[config.mk]
export PLATFORM = sky130hd
export DESIGN_NAME = fifo_axis_reader
export DESIGN_NICKNAME = d
export VERILOG_FILES = /design/src/rtl/fifo_axis_reader.sv
export SDC_FILE = /design/constraint.sdc
export NUM_CORES = 1
export LEC_CHECK = 0
export CAP_MARGIN = 20
export CORE_MARGIN = 4
export CORE_UTILIZATION = 49
export CTS_CLUSTER_DIAMETER = 100
export CTS_CLUSTER_SIZE = 10
export DETAILED_ROUTE_END_ITERATION = 10
export PLACE_DENSITY_LB_ADDON = 0.12
export RECOVER_POWER = 25
export SYNTH_ARGS = -nofsm -noshare
export SYNTH_HDL_FRONTEND = slang
export SYNTH_SLANG_ARGS = --single-unit
[constraint.sdc]
create_clock -name i_clk -period 5.04 [get_ports i_clk]
set_clock_uncertainty 0.05 [all_clocks]
set_input_delay 1.008 -clock i_clk [delete_from_list [all_inputs] [get_ports i_clk]]
set_output_delay 1.008 -clock i_clk [all_outputs]
set_load 0.01 [all_outputs]
[src/rtl/fifo_axis_reader.sv]
// fifo_axis_reader: drains a one-cycle-latency FIFO into an AXI4-Stream master with packet framing.
module fifo_axis_reader #(
  parameter int DATA_WIDTH   = 32,
  parameter int PKT_LEN_BITS = 8,
  parameter int CNT_BITS     = 16
) (
  input  logic                    i_clk,
  input  logic                    i_rst,
  input  logic                    i_enable,
  input  logic [PKT_LEN_BITS-1:0] cfg_pkt_len,
  input  logic [DATA_WIDTH-1:0]   fifo_dout,
  input  logic                    fifo_empty,
  output logic                    fifo_rd_en,
  output logic [DATA_WIDTH-1:0]   m_axis_tdata,
  output logic                    m_axis_tvalid,
  input  logic                    m_axis_tready,
  output logic                    m_axis_tlast,
  output logic                    pkt_done,
  output logic [CNT_BITS-1:0]     pkt_count
);
  localparam logic [PKT_LEN_BITS-1:0] LEN_ONE = 1;
  localparam logic [CNT_BITS-1:0]     CNT_ONE = 1;
  logic [DATA_WIDTH-1:0]   buf_q [3];
  logic [1:0]              occ, head, tail;
  logic                    infl, pop;
  logic [PKT_LEN_BITS-1:0] bc, len_q, len_cur;
  function automatic logic [1:0] nxt(input logic [1:0] p);
    return p == 2'd2 ? 2'd0 : p + 2'd1;
  endfunction
  // Reads are budgeted against buffered plus in-flight words so the buffer can never overflow.
  assign fifo_rd_en    = !i_rst && i_enable && !fifo_empty && (({1'b0, occ} + {2'b0, infl}) < 3'd3);
  assign m_axis_tvalid = occ != 2'd0;
  assign m_axis_tdata  = buf_q[head];
  assign pop           = m_axis_tvalid && m_axis_tready;
  // Length is live from cfg until the first beat of a packet, then held for the rest of it.
  assign len_cur       = bc == '0 ? cfg_pkt_len : len_q;
  assign m_axis_tlast  = m_axis_tvalid && (bc == len_cur - LEN_ONE);
  always_ff @(posedge i_clk or posedge i_rst) begin
    if (i_rst) begin
      for (int i = 0; i < 3; i++) buf_q[i] <= '0;
      occ       <= '0;
      head      <= '0;
      tail      <= '0;
      infl      <= 1'b0;
      bc        <= '0;
      len_q     <= '0;
      pkt_done  <= 1'b0;
      pkt_count <= '0;
    end else begin
      infl     <= fifo_rd_en;
      pkt_done <= pop && m_axis_tlast;
      occ      <= occ + {1'b0, infl} - {1'b0, pop};
      if (infl) begin
        buf_q[tail] <= fifo_dout;
        tail        <= nxt(tail);
      end
      if (pop) begin
        head <= nxt(head);
        bc   <= m_axis_tlast ? '0 : bc + LEN_ONE;
        if (bc == '0) len_q <= cfg_pkt_len;
        if (m_axis_tlast) pkt_count <= pkt_count + CNT_ONE;
      end
    end
  end
endmodule

### Signal wires by layer

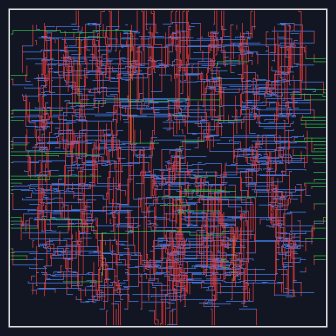
Key: blue = metal 1 [wire length 6740 um]; orange = metal 4 [wire length 154 um]; red = metal 2 [wire length 7550 um]; green = metal 3 [wire length 764 um]
total global routing track utilization: 0.211
per-cell routed wire length: 17.7 um
vias after detailed routing: 4695
total wire length after detailed routing: 15200 um

### Clock network drawn from the DEF

Bar = 20 um.
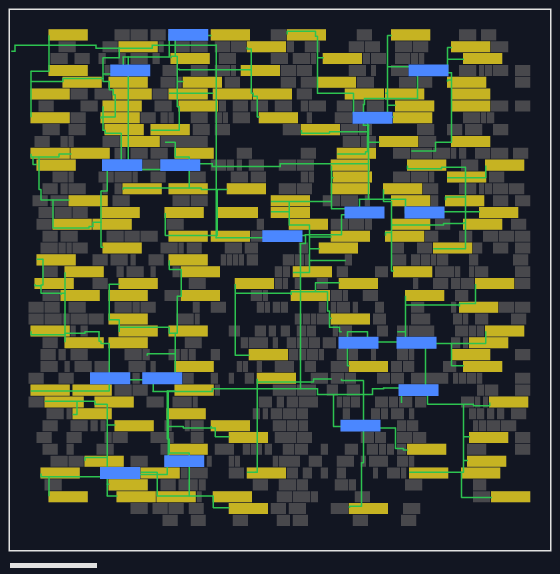
Key: green = clock wires [length 1760 um]; yellow = flip-flops [count 136]; blue = clock drivers [count 17]
There are 18 routed clock nets. Position of the flops: spread over the die.
power dissipated in the clock network: 1.15 mW
share of power burned in the clock network: 0.235
clk_lat worst skew: 0.42 ns

==> impl_summary.log <==
[flow] final metrics
[metrics] fraction of the yosys area taken by sequential cells: 0.516
[metrics] register-to-register setup slack: 1.19 ns
[metrics] cells on worst reg2reg path: 14
[metrics] largest cells by area after synthesis: sky130_fd_sc_hd__dfrtp_1 (52%), sky130_fd_sc_hd__mux2_2 (18%), sky130_fd_sc_hd__mux2i_1 (5.2%), sky130_fd_sc_hd__nand2_1 (3.0%), sky130_fd_sc_hd__o21ai_0 (2.9%)
[metrics] count of unresolved DRC violations after routing: 0
[metrics] worst hold slack: 0.425 ns
[metrics] yosys aoi share: 0.0588
[metrics] hold bufs inserted after CTS: 0
[metrics] # Cells Yosys: 562
[metrics] total gr overflow: 0
[metrics] drt via density: 5.48
[metrics] reg-to-reg critical path startpoint: bc[0]
[metrics] number of buffers created by CTS: 17
[metrics] layout filler cell count: 1072
[metrics] horizontal extent of the die: 124 um
[metrics] clk buf depth: 2
[metrics] PnR worst setup slack: 0.340 ns
[metrics] last element of the critical path: m_axis_tlast
[metrics] cell type group with the largest total delay on the critical path: simple AND/OR/NAND/NOR gates
[metrics] worst hold path class: reg -> reg
[metrics] clock slew seen by the registers of the worst setup and hold paths: 0.06 ns
[metrics] library cell with the highest instance count after synthesis: sky130_fd_sc_hd__dfrtp_1
[metrics] dominant kind of combinational cell: multiplexers
[metrics] arrival time at the worst endpoint: 3.64 ns
[metrics] DRC marker count from the first detailed-route iteration: 309
[metrics] failing checks: capacitance limit, slew limit
[metrics] type of origin of the critical path: register
[metrics] maximum fanout count along the critical path: 9
[metrics] number of hold violations in the final report: 0
[metrics] Met3 Wirelength: 764 um
[metrics] initial standard-cell utilization of the core: 0.500
[metrics] Setup crit start: bc[0]
[metrics] share of the synthesized area in the top cell type: 0.516
[metrics] portion of netlist area occupied by mux cells: 0.229
[metrics] share of the cycle needed by the critical path after routing: 0.933
[metrics] first-pass GRT wire length: 25000 um
[metrics] via count of the first global-routing pass: 4941
[metrics] antenna violations before repair: 0
[metrics] Die Ht: 124 um
[metrics] area figure in the yosys stat output: 6600 um2
[metrics] crit path kind: reg -> out
[metrics] routed metal-1 wire length: 6740 um
[metrics] Util after Layout: 0.636
[metrics] met3 Use GR: 0.0586
[metrics] number of OpenROAD warnings: 27
[metrics] setup repair after global routing missed its margin: no
[metrics] setup TNS: 0 ns
[metrics] H-tree depth reported by CTS: 4
[metrics] dominant logic cell type in the layout: sky130_fd_sc_hd__dfrtp_1
[metrics] cell chosen for the clock root: sky130_fd_sc_hd__clkbuf_16
[metrics] Setup WS pre-CTS: 0.0837 ns
[metrics] XOR/XNOR Fraction of Synth Area: 0.0412
[metrics] Worst slew margin: -0.403
[metrics] P per Cell Area: 586 nW/um2
[metrics] result of the run: finished, violations left
[metrics] commonest cells in the netlist: sky130_fd_sc_hd__dfrtp_1 (136), sky130_fd_sc_hd__mux2_2 (103), sky130_fd_sc_hd__nand2_1 (53)
[metrics] Placeable Area: 13200 um2
[metrics] cell area after synthesis: 6600 um2
[metrics] share of final-layout standard cells stronger than drive strength 1: 0.258
[metrics] cell area after layout: 8390 um2
[metrics] number of gates resized after CTS: 6
[metrics] worst min-delay path endpoint: pkt_count[15]
[metrics] top_reg_cell synth: sky130_fd_sc_hd__dfrtp_1
[metrics] hold path startpoint: pkt_count[15]
[metrics] number of synthesized flops with an enable pin: 0
[metrics] row count: 42
[metrics] gp weighted congestion: 0.848
[metrics] max-slew violations: 101
[metrics] Leakage Power: 3.58 nW
[metrics] number of nets produced by synthesis: 615
[metrics] clock period minus final worst setup slack: 4.70 ns
[metrics] number of register bits inferred by synthesis: 136
[metrics] Placement Cell Area: 7790 um2
[metrics] total power after layout: 4.91 mW
[metrics] Max Clk Rate: 213 MHz
[metrics] count of max-cap constraint violations: 3
[metrics] Detail Route Antenna Nets: 0
[metrics] Post-Synth Simple-Gate Area: 0.113
[metrics] dpl hpwl: 10200 um
[metrics] DR WL met2: 7550 um
[metrics] top layer used by detailed routing: met4
[metrics] Adder-Cell Fraction of Synth Area: 0.0152
[metrics] R2R Path End: pkt_count[1]
[metrics] first-pass iteration count of the detailed router: 4
[metrics] pin count of the biggest net entering global routing: 75
[metrics] hold-critical path depth: 1
==> cell type report <==
cell class / instances / area (um2) / share of cell area
Sequential cell: 136 / 3400 / 0.406
Multi-Input combinational cell: 382 / 3050 / 0.364
Timing Repair Buffer: 116 / 1110 / 0.132
Clock buffer: 20 / 447 / 0.0533
Tap cell: 176 / 220 / 0.0263
Clock inverter: 12 / 101 / 0.0121
Inverter: 15 / 57.6 / 0.00686
==> registers in the layout, summed over array words and instances, names as in the netlist <==
name,flops
pkt_done,1
occ,2
infl,1
pkt_count,16
bc,8
tail,2
buf_q,96
len_q,8
head,2
==> report_power, final <==
part	leakage, nW	internal [mW]	total (mW)	switching [mW]
Sequential	1.64	1.55	1.81	0.263
Combinational	1.68	1.06	1.95	0.891
Clock	0.270	0.687	1.15	0.466
Total	3.58	3.29	4.91	1.62
Power and IR drop assume default switching activity.
